Fig. 1: layout detail
Scale bar: 5 µm. Window x 28 to 48, y 44 to 64 µm. Cells in grey, sequential cells in the stronger grey; small squares are vias.
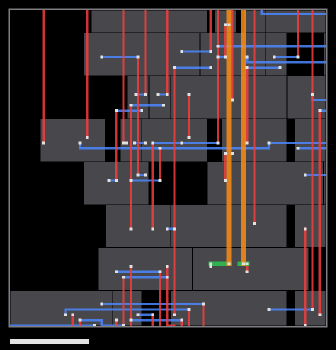
Fig. 2: routed metal per tile
The die is cut into 15 by 15 equal tiles; white is low, dark blue is high, scaled to the fullest tile. Values are wire area over tile area, all layers added.
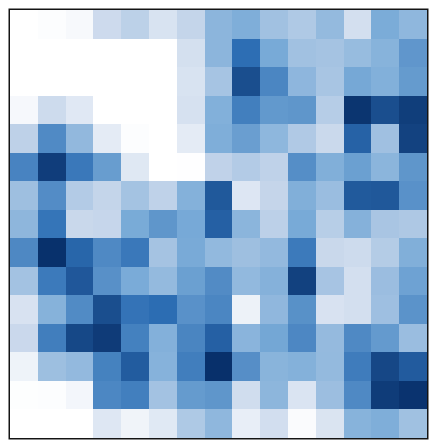
Fig. 3: clock routing
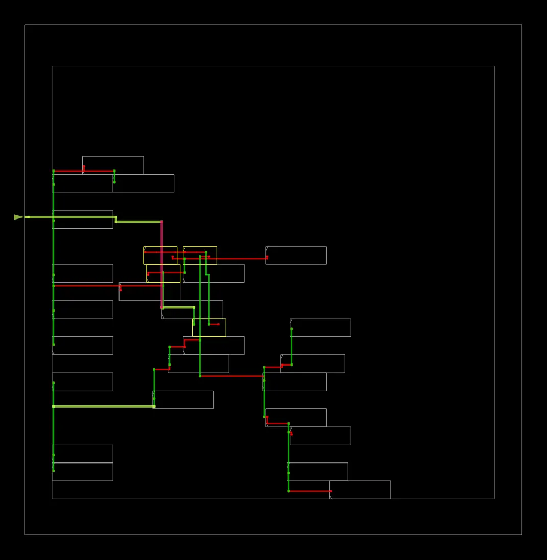
Fig. 4: pin map
Scale bar: 20 µm. Pins as bars across the die edge, other pins in grey.
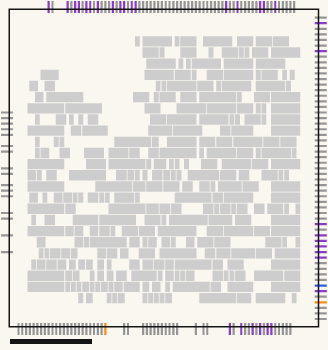
===== src/rtl/dap_ahb_mem_bridge.sv =====
// AHB-Lite subordinate that turns bus transfers into the single-cycle MEM register
// interface of a peripheral register file, with programmable wait states and ERROR responses.
module dap_ahb_mem_bridge #(
  parameter int ADDRWIDTH   = 12,
  parameter int ADDR_SIZE   = 40,
  parameter int WAIT_STATES = 0
) (
  input  logic                 clk,
  input  logic                 resetn,
  input  logic                 hsel,
  input  logic [31:0]          haddr,
  input  logic [1:0]           htrans,
  input  logic [2:0]           hsize,
  input  logic                 hwrite,
  input  logic                 hready,
  input  logic [31:0]          hwdata,
  output logic                 hreadyout,
  output logic                 hresp,
  output logic [31:0]          hrdata,
  output logic                 mem_write_en,
  output logic [ADDRWIDTH-1:0] mem_addr,
  output logic [31:0]          mem_wdata,
  output logic [3:0]           mem_byte_strobe,
  input  logic [31:0]          mem_rdata
);

  typedef enum logic [2:0] {
    ST_IDLE,
    ST_WAIT,
    ST_LAST,
    ST_ERR1,
    ST_ERR2
  } state_t;

  localparam logic [ADDRWIDTH-1:0] ADDR_LIM = ADDRWIDTH'(ADDR_SIZE);
  localparam logic [3:0] WS_LOAD = 4'((WAIT_STATES > 0) ? (WAIT_STATES - 1) : 0);

  state_t               state_q, state_d;
  logic [3:0]           cnt_q, cnt_d;
  logic                 wr_q, wr_d;
  logic [ADDRWIDTH-1:0] addr_q, addr_d;
  logic [3:0]           strb_q, strb_d;

  logic       can_accept;
  logic       accept;
  logic       legal;
  logic [3:0] strb_new;
  logic       unused_haddr;

  assign unused_haddr = ^haddr[31:ADDRWIDTH];

  // Only the final data-phase cycles can overlap a new address phase.
  assign can_accept = (state_q == ST_IDLE) || (state_q == ST_LAST) || (state_q == ST_ERR2);
  assign accept     = can_accept && hsel && htrans[1] && hready;

  always_comb begin
    legal    = 1'b1;
    strb_new = 4'b0000;
    case (hsize)
      3'd0: strb_new = 4'b0001 << haddr[1:0];
      3'd1: begin
        strb_new = haddr[1] ? 4'b1100 : 4'b0011;
        if (haddr[0]) legal = 1'b0;
      end
      3'd2: begin
        strb_new = 4'b1111;
        if (haddr[1:0] != 2'b00) legal = 1'b0;
      end
      default: legal = 1'b0;
    endcase
    if (haddr[ADDRWIDTH-1:0] >= ADDR_LIM) legal = 1'b0;
  end

  always_comb begin
    state_d = state_q;
    cnt_d   = cnt_q;
    wr_d    = wr_q;
    addr_d  = addr_q;
    strb_d  = strb_q;
    case (state_q)
      ST_WAIT: begin
        if (cnt_q == 4'd0) state_d = ST_LAST;
        else               cnt_d   = cnt_q - 4'd1;
      end
      ST_ERR1: state_d = ST_ERR2;
      default: begin
        if (accept) begin
          if (legal) begin
            wr_d   = hwrite;
            addr_d = haddr[ADDRWIDTH-1:0];
            strb_d = strb_new;
            if (WAIT_STATES > 0) begin
              state_d = ST_WAIT;
              cnt_d   = WS_LOAD;
            end else begin
              state_d = ST_LAST;
            end
          end else begin
            state_d = ST_ERR1;
          end
        end else begin
          state_d = ST_IDLE;
        end
      end
    endcase
  end

  always_ff @(posedge clk or negedge resetn) begin
    if (!resetn) begin
      state_q <= ST_IDLE;
      cnt_q   <= 4'd0;
      wr_q    <= 1'b0;
      addr_q  <= '0;
      strb_q  <= 4'b0000;
    end else begin
      state_q <= state_d;
      cnt_q   <= cnt_d;
      wr_q    <= wr_d;
      addr_q  <= addr_d;
      strb_q  <= strb_d;
    end
  end

  assign hreadyout       = !((state_q == ST_WAIT) || (state_q == ST_ERR1));
  assign hresp           = (state_q == ST_ERR1) || (state_q == ST_ERR2);
  assign mem_write_en    = (state_q == ST_LAST) && wr_q;
  assign mem_addr        = addr_q;
  assign mem_byte_strobe = strb_q;
  assign mem_wdata       = hwdata;
  assign hrdata          = (((state_q == ST_WAIT) || (state_q == ST_LAST)) && !wr_q) ? mem_rdata : 32'h0;

endmodule


===== config.mk =====
export PLATFORM = sky130hd
export DESIGN_NAME = dap_ahb_mem_bridge
export DESIGN_NICKNAME = d
export VERILOG_FILES = /design/src/rtl/dap_ahb_mem_bridge.sv
export SDC_FILE = /design/constraint.sdc
export NUM_CORES = 1
export LEC_CHECK = 0
export ABC_AREA = 1
export CAP_MARGIN = 10
export CORE_AREA = 4 4 71 73
export DETAILED_ROUTE_END_ITERATION = 6
export DIE_AREA = 0 0 75 77
export DONT_BUFFER_PORTS = 1
export SLEW_MARGIN = 10
export SYNTH_ARGS = -nofsm -noshare
export SYNTH_HDL_FRONTEND = slang
export SYNTH_SLANG_ARGS = --single-unit

===== constraint.sdc =====
create_clock -name clk -period 1.37 [get_ports clk]
set_clock_uncertainty 0.1 [all_clocks]
set_input_delay 0.274 -clock clk [delete_from_list [all_inputs] [get_ports clk]]
set_output_delay 0.274 -clock clk [all_outputs]
set_load 0.1 [all_outputs]

==> impl_metrics.env <==
# physical design summary
export IMPL_wl_met3_um=535
export IMPL_wl_met2_um=3240
export IMPL_endpoint="hrdata[31]"
export IMPL_grt_overflow_total=0
export IMPL_finalSetupViolCount=55
export IMPL_min_delay_worst_endpoint="mem_addr[4]"
export IMPL_grt_pass1_wl_um=8360
export IMPL_cts_setup_buffers=9
export IMPL_cp_arrival_ns=1.62
export IMPL_coreArea_mm2=0.00435
export IMPL_finalHoldWorstSlack_ns=0.0519
export IMPL_hold_violations=0
export IMPL_syn_inst=244
export IMPL_antenna_found_initial=0
export IMPL_crit_chain="nand3_2 > inv_2 > o21ai_4 > clkbuf_16 > nor2_4 > buf_12"
export IMPL_synth_seq_share_pct=35.3
export IMPL_synth_edff_count=0
export IMPL_r2r_slack_ns=-0.48
export IMPL_min_delay_start="haddr[4]"
export IMPL_worst_setup_path_start_kind="flop"
export IMPL_min_period_ns=1.99
export IMPL_synth_top_flop_cell="dfrtp_1"
export IMPL_clk_pin_slew_ns=0.09
export IMPL_path_delay_family="flip-flops"
export IMPL_numCtsBuffers=3
export IMPL_synth_net_count=351
export IMPL_drv_cap=0
export IMPL_lay_top_count="inv_1"
export IMPL_hold_buffers=1
export IMPL_fin_nets=408
export IMPL_endpoint_kind="output port"
export IMPL_cts_root_buf="clkbuf_8"
export IMPL_gp_congestion=0.769
export IMPL_slowest_delay_ns=0.46
export IMPL_area_leaders="dfrtp_1, buf_4, inv_1"
export IMPL_wl_met1_um=1870
export IMPL_ys_warnings_count=0
export IMPL_final_layout_size_suffix_gt1_share_pct=54.3
export IMPL_post_route_drc_count=0
export IMPL_crit_slowest_cell="dfrtp_2"
export IMPL_top_cell="inv_1"
export IMPL_syn_avg_cell_area_um2=6.98
export IMPL_dieArea_mm2=0.00578
export IMPL_synth_chip_area_mm2=0.00170
export IMPL_syn_area_mm2=0.00170
export IMPL_status="complete, but fails checks"
export IMPL_violations="setup timing"
export IMPL_finalPower_w=0.00237
export IMPL_ant_nets=0
export IMPL_synth_logic_top_family="simple AND/OR/NAND/NOR gates"
export IMPL_htreeDepth=1
export IMPL_dp_hpwl_um=4210
export IMPL_final_area_mm2=0.00315
export IMPL_grt_max_degree=25
export IMPL_crit_path_max_fanout=8
export IMPL_busiest_layer="met2"
export IMPL_crit_start="state_q[0]"
export IMPL_setup_slack_ns=-0.619
export IMPL_synthDistinctLibCells=23
export IMPL_syn_to_final_growth_pct=85.2
export IMPL_tritoncts="built"
export IMPL_finish_utilization_pct=72.4
## Picture notes: Fig. 1
metal 4 -> orange
metal 1 -> blue
metal 3 -> green
metal 2 -> red
most frequent = buf_12 (8), nor2_4 (7), inv_1 (6)
sequential cells in the window = 0
cells with their middle in the window = 24

## Picture notes: Fig. 2
densest ninth of the die = left middle
mean over tiles = 0.16
fullest tile = 0.38
nearly empty tiles = 12%
tiles over half the peak = 36%
GRT Resource Usage Total: 18.4%
DR vias: 1694
routed len/inst: 16.2 µm

## Picture notes: Fig. 3
clk latency late pin: 0.26 ns
sequential cell count: 24
CLK BUF: 4
clock sink count: 24

## Picture notes: Fig. 4
hready -> blue  # pins 1, direction input, edge right
hwdata -> purple  # pins 32, direction input, edge 17 top, 9 right, 6 bottom
htrans -> orange  # pins 2, direction input, edge 1 bottom, 1 right
Die Y-Extent: 77 µm
PortBufs: 0
Die W: 75 µm

## registers in the layout, summed over array words and instances, names as in the netlist
register,flops
cnt_q,4
state_q,3
mem_addr,12
mem_byte_strobe,4
wr_q,1
## power breakdown
group / total [W] / internal (W) / switching, W
Combinational: 0.00118 / 0.000410 / 0.000770
Sequential: 0.000718 / 0.000713 / 0.00000520
Clock: 0.000470 / 0.000256 / 0.000214
Total: 0.00237 / 0.00138 / 0.000990
## final cells by class
| cell class | instances | area, µm² | area share, % |
|---|---|---|---|
| clock buffers | 4 | 55.1 | 1.75 |
| inverters | 52 | 195 | 6.19 |
| multi-input cells | 131 | 1040 | 32.9 |
| flip-flops and latches | 24 | 603 | 19.1 |
| well taps | 52 | 65.1 | 2.06 |
| repair buffers | 89 | 1200 | 38.0 |
No activity file was given, so power comes from the tool's default toggle rates.
